### Routing congestion map

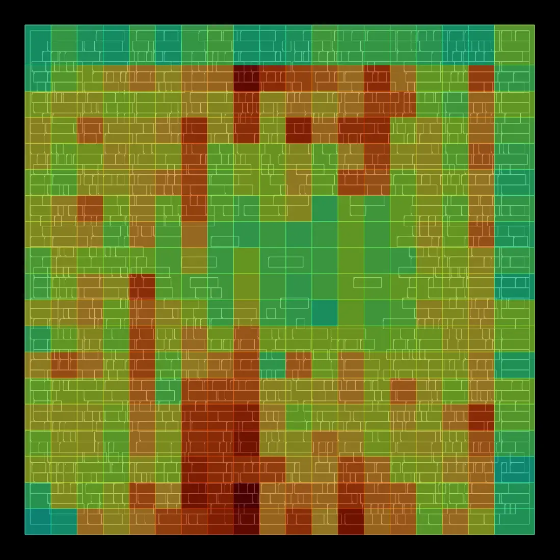
### Placed cells, one color a class

Scale: 3 px per um. Fill, decap, tap and diode cells in gray.
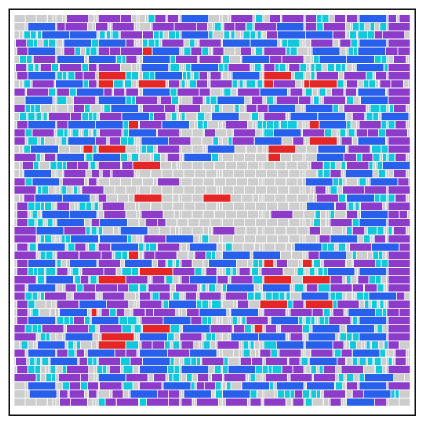
## src/rtl/id_ex_reg_pkg.sv

```systemverilog
// Shared widths and field groupings for the ID/EX pipeline register.
// Widths fall back to the core's standard values when no defines header has set them.
`ifndef ADDRESS_LEN
`define ADDRESS_LEN 32
`endif
`ifndef REGISTER_LEN
`define REGISTER_LEN 32
`endif
`ifndef REGFILE_ADDRESS_LEN
`define REGFILE_ADDRESS_LEN 4
`endif
`ifndef EXECUTE_COMMAND_LEN
`define EXECUTE_COMMAND_LEN 4
`endif
`ifndef SHIFT_OPERAND_LEN
`define SHIFT_OPERAND_LEN 12
`endif
`ifndef BUBBLE_EXE_CMD
`define BUBBLE_EXE_CMD {`EXECUTE_COMMAND_LEN{1'b0}}
`endif

package id_ex_reg_pkg;

  localparam int ADDR_W       = `ADDRESS_LEN;
  localparam int REG_W        = `REGISTER_LEN;
  localparam int RF_ADDR_W    = `REGFILE_ADDRESS_LEN;
  localparam int EXE_CMD_W    = `EXECUTE_COMMAND_LEN;
  localparam int SHIFT_W      = `SHIFT_OPERAND_LEN;
  localparam int SIGNED_IMM_W = 24;

  typedef struct packed {
    logic                 mem_read;
    logic                 mem_write;
    logic                 wb_enable;
    logic                 branch_taken;
    logic                 status_write_enable;
    logic [EXE_CMD_W-1:0] exe_cmd;
  } ctrl_t;

  typedef struct packed {
    logic [REG_W-1:0]        val_rn;
    logic [REG_W-1:0]        val_rm;
    logic [RF_ADDR_W-1:0]    src1;
    logic [RF_ADDR_W-1:0]    src2;
    logic                    immediate;
    logic [SIGNED_IMM_W-1:0] signed_imm;
    logic [SHIFT_W-1:0]      shift_operand;
    logic [RF_ADDR_W-1:0]    dest;
    logic                    carry;
  } data_t;

  localparam ctrl_t CTRL_BUBBLE = '{
    mem_read:            1'b0,
    mem_write:           1'b0,
    wb_enable:           1'b0,
    branch_taken:        1'b0,
    status_write_enable: 1'b0,
    exe_cmd:             `BUBBLE_EXE_CMD
  };

  // A control group with nothing to do: the consumer's definition of a bubble.
  function automatic logic is_bubble(input ctrl_t c);
    return c == CTRL_BUBBLE;
  endfunction

endpackage

```

## src/rtl/pipe_reg_en_clr.sv

```systemverilog
// Generic pipeline register: async active-low reset, hold when en=0, synchronous clear.
// Latency one cycle; clear only takes effect on enabled edges, so a held stage stays held.
module pipe_reg_en_clr #(
  parameter int               WIDTH   = 1,
  parameter logic [WIDTH-1:0] RST_VAL = '0,
  parameter logic [WIDTH-1:0] CLR_VAL = '0
) (
  input  logic             clk,
  input  logic             rst_n,
  input  logic             en,
  input  logic             clr,
  input  logic [WIDTH-1:0] d,
  output logic [WIDTH-1:0] q
);

  always_ff @(posedge clk or negedge rst_n) begin
    if (!rst_n) begin
      q <= RST_VAL;
    end else if (en) begin
      q <= clr ? CLR_VAL : d;
    end
  end

endmodule

```

## src/rtl/id_ex_reg.sv

```systemverilog
// ID/EX pipeline register: one-cycle latency, freeze holds everything, flush inserts a bubble.
// Optional stall/bubble performance counters are built when ID_EX_PERF_CNT_EN is defined.
module id_ex_reg
  import id_ex_reg_pkg::*;
#(
  parameter logic [ADDR_W-1:0] RESET_PC = 32'h0000_0000
) (
  input  logic                    clk,
  input  logic                    rst,
  input  logic                    freeze,
  input  logic                    flush,
  input  logic [ADDR_W-1:0]       pc_in,
  input  logic                    mem_read_in,
  input  logic                    mem_write_in,
  input  logic                    wb_enable_in,
  input  logic                    branch_taken_in,
  input  logic                    status_write_enable_in,
  input  logic [EXE_CMD_W-1:0]    exe_cmd_in,
  input  logic [REG_W-1:0]        val_rn_in,
  input  logic [REG_W-1:0]        val_rm_in,
  input  logic [RF_ADDR_W-1:0]    src1_in,
  input  logic [RF_ADDR_W-1:0]    src2_in,
  input  logic                    immediate_in,
  input  logic [SIGNED_IMM_W-1:0] signed_imm_in,
  input  logic [SHIFT_W-1:0]      shift_operand_in,
  input  logic [RF_ADDR_W-1:0]    dest_in,
  input  logic                    carry_in,
  output logic [ADDR_W-1:0]       pc_out,
  output logic                    mem_read_out,
  output logic                    mem_write_out,
  output logic                    wb_enable_out,
  output logic                    branch_taken_out,
  output logic                    status_write_enable_out,
  output logic [EXE_CMD_W-1:0]    exe_cmd_out,
  output logic [REG_W-1:0]        val_rn_out,
  output logic [REG_W-1:0]        val_rm_out,
  output logic [RF_ADDR_W-1:0]    src1_out,
  output logic [RF_ADDR_W-1:0]    src2_out,
  output logic                    immediate_out,
  output logic [SIGNED_IMM_W-1:0] signed_imm_out,
  output logic [SHIFT_W-1:0]      shift_operand_out,
  output logic [RF_ADDR_W-1:0]    dest_out,
  output logic                    carry_out,
  output logic                    valid_out
`ifdef ID_EX_PERF_CNT_EN
  ,
  output logic [31:0]             stall_cycles,
  output logic [31:0]             bubble_cycles
`endif
);

  ctrl_t ctrl_d, ctrl_q;
  data_t data_d, data_q;
  logic  load_en;

  // Freeze wins over flush: a frozen flush is re-issued by EX once the stall clears.
  assign load_en = ~freeze;

  assign ctrl_d = '{
    mem_read:            mem_read_in,
    mem_write:           mem_write_in,
    wb_enable:           wb_enable_in,
    branch_taken:        branch_taken_in,
    status_write_enable: status_write_enable_in,
    exe_cmd:             exe_cmd_in
  };

  assign data_d = '{
    val_rn:        val_rn_in,
    val_rm:        val_rm_in,
    src1:          src1_in,
    src2:          src2_in,
    immediate:     immediate_in,
    signed_imm:    signed_imm_in,
    shift_operand: shift_operand_in,
    dest:          dest_in,
    carry:         carry_in
  };

  pipe_reg_en_clr #(
    .WIDTH   (ADDR_W),
    .RST_VAL (RESET_PC),
    .CLR_VAL (RESET_PC)
  ) u_pc (
    .clk   (clk),
    .rst_n (rst),
    .en    (load_en),
    .clr   (flush),
    .d     (pc_in),
    .q     (pc_out)
  );

  pipe_reg_en_clr #(
    .WIDTH   ($bits(ctrl_t)),
    .RST_VAL (CTRL_BUBBLE),
    .CLR_VAL (CTRL_BUBBLE)
  ) u_ctrl (
    .clk   (clk),
    .rst_n (rst),
    .en    (load_en),
    .clr   (flush),
    .d     (ctrl_d),
    .q     (ctrl_q)
  );

  pipe_reg_en_clr #(
    .WIDTH   ($bits(data_t)),
    .RST_VAL ('0),
    .CLR_VAL ('0)
  ) u_data (
    .clk   (clk),
    .rst_n (rst),
    .en    (load_en),
    .clr   (flush),
    .d     (data_d),
    .q     (data_q)
  );

  pipe_reg_en_clr #(
    .WIDTH   (1),
    .RST_VAL (1'b0),
    .CLR_VAL (1'b0)
  ) u_valid (
    .clk   (clk),
    .rst_n (rst),
    .en    (load_en),
    .clr   (flush),
    .d     (1'b1),
    .q     (valid_out)
  );

  assign mem_read_out            = ctrl_q.mem_read;
  assign mem_write_out           = ctrl_q.mem_write;
  assign wb_enable_out           = ctrl_q.wb_enable;
  assign branch_taken_out        = ctrl_q.branch_taken;
  assign status_write_enable_out = ctrl_q.status_write_enable;
  assign exe_cmd_out             = ctrl_q.exe_cmd;

  assign val_rn_out        = data_q.val_rn;
  assign val_rm_out        = data_q.val_rm;
  assign src1_out          = data_q.src1;
  assign src2_out          = data_q.src2;
  assign immediate_out     = data_q.immediate;
  assign signed_imm_out    = data_q.signed_imm;
  assign shift_operand_out = data_q.shift_operand;
  assign dest_out          = data_q.dest;
  assign carry_out         = data_q.carry;

`ifdef ID_EX_PERF_CNT_EN
  logic bubble_evt;

  // Counts bubbles entering EX, whether created here by flush or handed over by ID.
  assign bubble_evt = flush | is_bubble(ctrl_d);

  always_ff @(posedge clk or negedge rst) begin
    if (!rst) begin
      stall_cycles  <= '0;
      bubble_cycles <= '0;
    end else if (freeze) begin
      if (stall_cycles != 32'hFFFF_FFFF) begin
        stall_cycles <= stall_cycles + 32'd1;
      end
    end else if (bubble_evt && (bubble_cycles != 32'hFFFF_FFFF)) begin
      bubble_cycles <= bubble_cycles + 32'd1;
    end
  end
`endif

endmodule

```

## config.mk

```make
export PLATFORM = sky130hd
export DESIGN_NAME = id_ex_reg
export DESIGN_NICKNAME = d
export VERILOG_FILES = /design/src/rtl/id_ex_reg_pkg.sv /design/src/rtl/pipe_reg_en_clr.sv /design/src/rtl/id_ex_reg.sv
export SDC_FILE = /design/constraint.sdc
export NUM_CORES = 1
export LEC_CHECK = 0
export CAP_MARGIN = 15
export CORE_MARGIN = 1
export CORE_UTILIZATION = 37
export DETAILED_ROUTE_END_ITERATION = 7
export PLACE_DENSITY_LB_ADDON = 0.25
export REMOVE_ABC_BUFFERS = 1
export SETUP_SLACK_MARGIN = 0.1
export SLEW_MARGIN = 20
export SYNTH_ARGS = -nofsm -noshare
export SYNTH_HDL_FRONTEND = slang
export SYNTH_SLANG_ARGS = --single-unit
```

## constraint.sdc

```tcl
create_clock -name clk -period 0.8 [get_ports clk]
set_input_delay 0.12 -clock clk [delete_from_list [all_inputs] [get_ports clk]]
set_output_delay 0.12 -clock clk [all_outputs]
set_load 0.05 [all_outputs]
```

==> results.py <==
# Auto-generated metrics
metrics = {
    "run_status": {
        "status": "finished, violations left",
        "violations": "negative setup slack",
    },
    "synth": {
        "yosys_register_bits": 156,
        "synth_cells": 663,
        "yosys-stat-cells": 663,
        "yosys_warnings": 0,
        "ys_area_um2": 6530,
        "synth_area_um2": 6530,
        "yosys.stat.seqShare_pct": 59.8,
    },
    "drt": {
        "via_count": 5905,
        "ant_nets": 0,
        "drtIter0Drc": 263,
        "drc": 0,
        "first_pass_iters": 4,
    },
    "power_and_ir_drop": {
        "p_sw_share_pct": 31.2,
        "power_density_nw_per_um2": 1940,
        "netSwitchingPower_mw": 7.78,
        "pwr-share-comb_pct": 30.4,
        "total_leakage_power_nw": 5.64,
        "seqPwrFrac_pct": 36.9,
        "vdd_drop_max_mv": 1.52,
    },
    "worst_setup_path": {
        "cp_num_buf_inv": 1,
        "crit_start": "u_pc.q[26]",
        "worstPathRequired_ns": 0.68,
        "timing.rr.start": "u_data.q[112]",
        "crit_family": "flip-flops",
        "crit_path_max_fanout": 2,
        "worstPathCellList": "buf_12",
        "startpoint_type": "flop",
        "crit_slowest_cell": "dfrtp_1",
    },
    "grt": {
        "grt_overflow_total": 0,
        "grt_pass1_wl_um": 30500,
        "track_usage_pct": 22.0,
        "first_global_vias": 5811,
        "antenna_found_initial": 0,
    },
    "cells_and_area": {
        "nets": 1186,
        "mostFrequentLayoutCell": "buf_12",
        "syn_to_final_growth_pct": 97.3,
        "nFillCells": 1100,
        "lay_top_cells": "buf_12, clkdlybuf4s50_1, dfrtp_1",
        "logic_area_um2": 2490,
        "drive_above_1_share_pct": 31.6,
        "flop_area_um2": 3910,
        "n_antenna_cell": 0,
    },
    "timing": {
        "worstMarginPinSlew_ns": 0.306,
        "slew_violations": 0,
        "fmax_mhz": 876,
        "finalCritPeriodShare_pct": 143,
        "setup_violations": 160,
        "fin_ws_ns": -0.342,
        "fin_worst_skew_ns": 0,
        "rsz0062_at_grt": "yes",
    },
    "worst_hold_path": {
        "min_path_type": "input pin to flop",
    },
    "run": {
        "log.warning_count": 27,
        "maxCapViolations": 0,
    },
    "clocking": {
        "clock-sinks": 156,
        "clk_latency_ns": 0.41,
        "htreeDepth": 4,
        "cts.reportedPaths.clkPinSlew_ns": 0.07,
        "numCtsBuffers": 17,
        "clockBufferDepth": 2,
    },
    "floorplanning": {
        "die_x_um": 135,
        "io_pins": 315,
        "fp.dieH_um": 135,
        "chip_area_um2": 18200,
        "fp-utilization_pct": 37.9,
    },
    "placed_design": {
        "dpl.hpwl_um": 14100,
        "gp_congestion": 0.767,
    },
}
Back to the opening pictures, 'Routing congestion map':
Final Core Density: 74.7%
WL per Instance: 16.2 um
global routing's busiest layer: met2

Back to the opening pictures, 'Placed cells, one color a class':
[purple] remaining buffers and delay cells | cells: 395
[cyan] remaining logic cells | cells: 457
[blue] registers | cells: 156
[red] clock drivers and dummy loads | cells: 32

[cell usage after synthesis]
cell type / n / area share, %
dfrtp_1: 156 / 60
nand2_1: 150 / 8.6
nand2b_1: 150 / 14
o21ai_1: 93 / 7.1
o21ai_0: 57 / 4.4
buf_2: 22 / 1.7
clkbuf_1: 13 / 0.75
buf_6: 10 / 1.7
a22o_1: 5 / 0.67
buf_4: 4 / 0.46
a21o_1: 1 / 0.12
clkbuf_2: 1 / 0.077
nor2_4: 1 / 0.17
[kinds of logic after synthesis]
kind of cell           count (synthesis)  share of synthesized area (%)
AND-OR/OR-AND                        156                           12.3
buffers and inverters                 50                           4.70
AND/OR/NAND/NOR                      301                           23.2
flip-flops                           156                           59.8
[power groups by stage]
stage          Combinational, mW  Clock, mW  Sequential (mW)
3_3_place_gp                6.99          0             9.30
6_report                    7.59       8.15             9.21
5_1_grt                     7.96       8.61             9.27
4_1_cts                     7.21       8.33             9.18
3_5_place_dp                7.05          0             9.32
2_1_floorplan              0.668          0             11.1
[per-layer routing]
metal / track usage [%] / wire, um
met1: 24.6 / 7610
met2: 37.5 / 10600
met3: 7.51 / 1570
met4: 10.7 / 665
met5: 0 / 0
[layout make-up]
type                    instances  area share (%)
clock buffers                  18            3.41
clock inverters                14            1.23
multi-input cells             457            19.4
flip-flops and latches        156            30.3
well taps                     225            2.19
repair buffers                395            43.5
[registers in the layout, indices dropped and copies added, names as in the netlist]
name       flops
u_ctrl.q       9
u_data.q     114
u_pc.q        32
u_valid.q      1
[what timing repair did]
action                                  in CTS  in global routing
endpoints found under the setup margin     174                267
pin swaps                                   11                  6
gates resized                               22                136
hold buffers                                 1                  0
buffers inserted                            20                 37
endpoints found under the hold margin      156                  0
[metrics by stage]
stage | setup slack [ns] | util [%] | hold slack (ns) | power [mW] | std cells
after floorplan | -0.150 | - | -0.176 | 11.8 | 613
after global placement | -0.0652 | 67.0 | 0.0228 | 16.3 | 1180
after detailed placement | -0.130 | 67.0 | 0.0209 | 16.4 | 1180
after CTS | -0.377 | 71.4 | 0.120 | 24.7 | 1233
after global routing | -0.391 | 74.7 | 0.151 | 25.8 | 1265
final | -0.342 | 74.7 | 0.141 | 25.0 | 1265
[path summary, 6_finish.rpt]
kind | depth (start not counted) | to | slack, ns
hold / removal | 3 | u_data.q[95] | 0.14
setup reg to reg | 3 | u_data.q[112] | -0.17
hold reg to reg | 1 | u_valid.q | 0.55
setup / recovery | 1 | pc_out[26] | -0.34
max in group asynchronous | 3 | u_pc.q[21] | 0.16
min in group asynchronous | 2 | u_pc.q[25] | 0.19
Power and IR drop assume default switching activity.
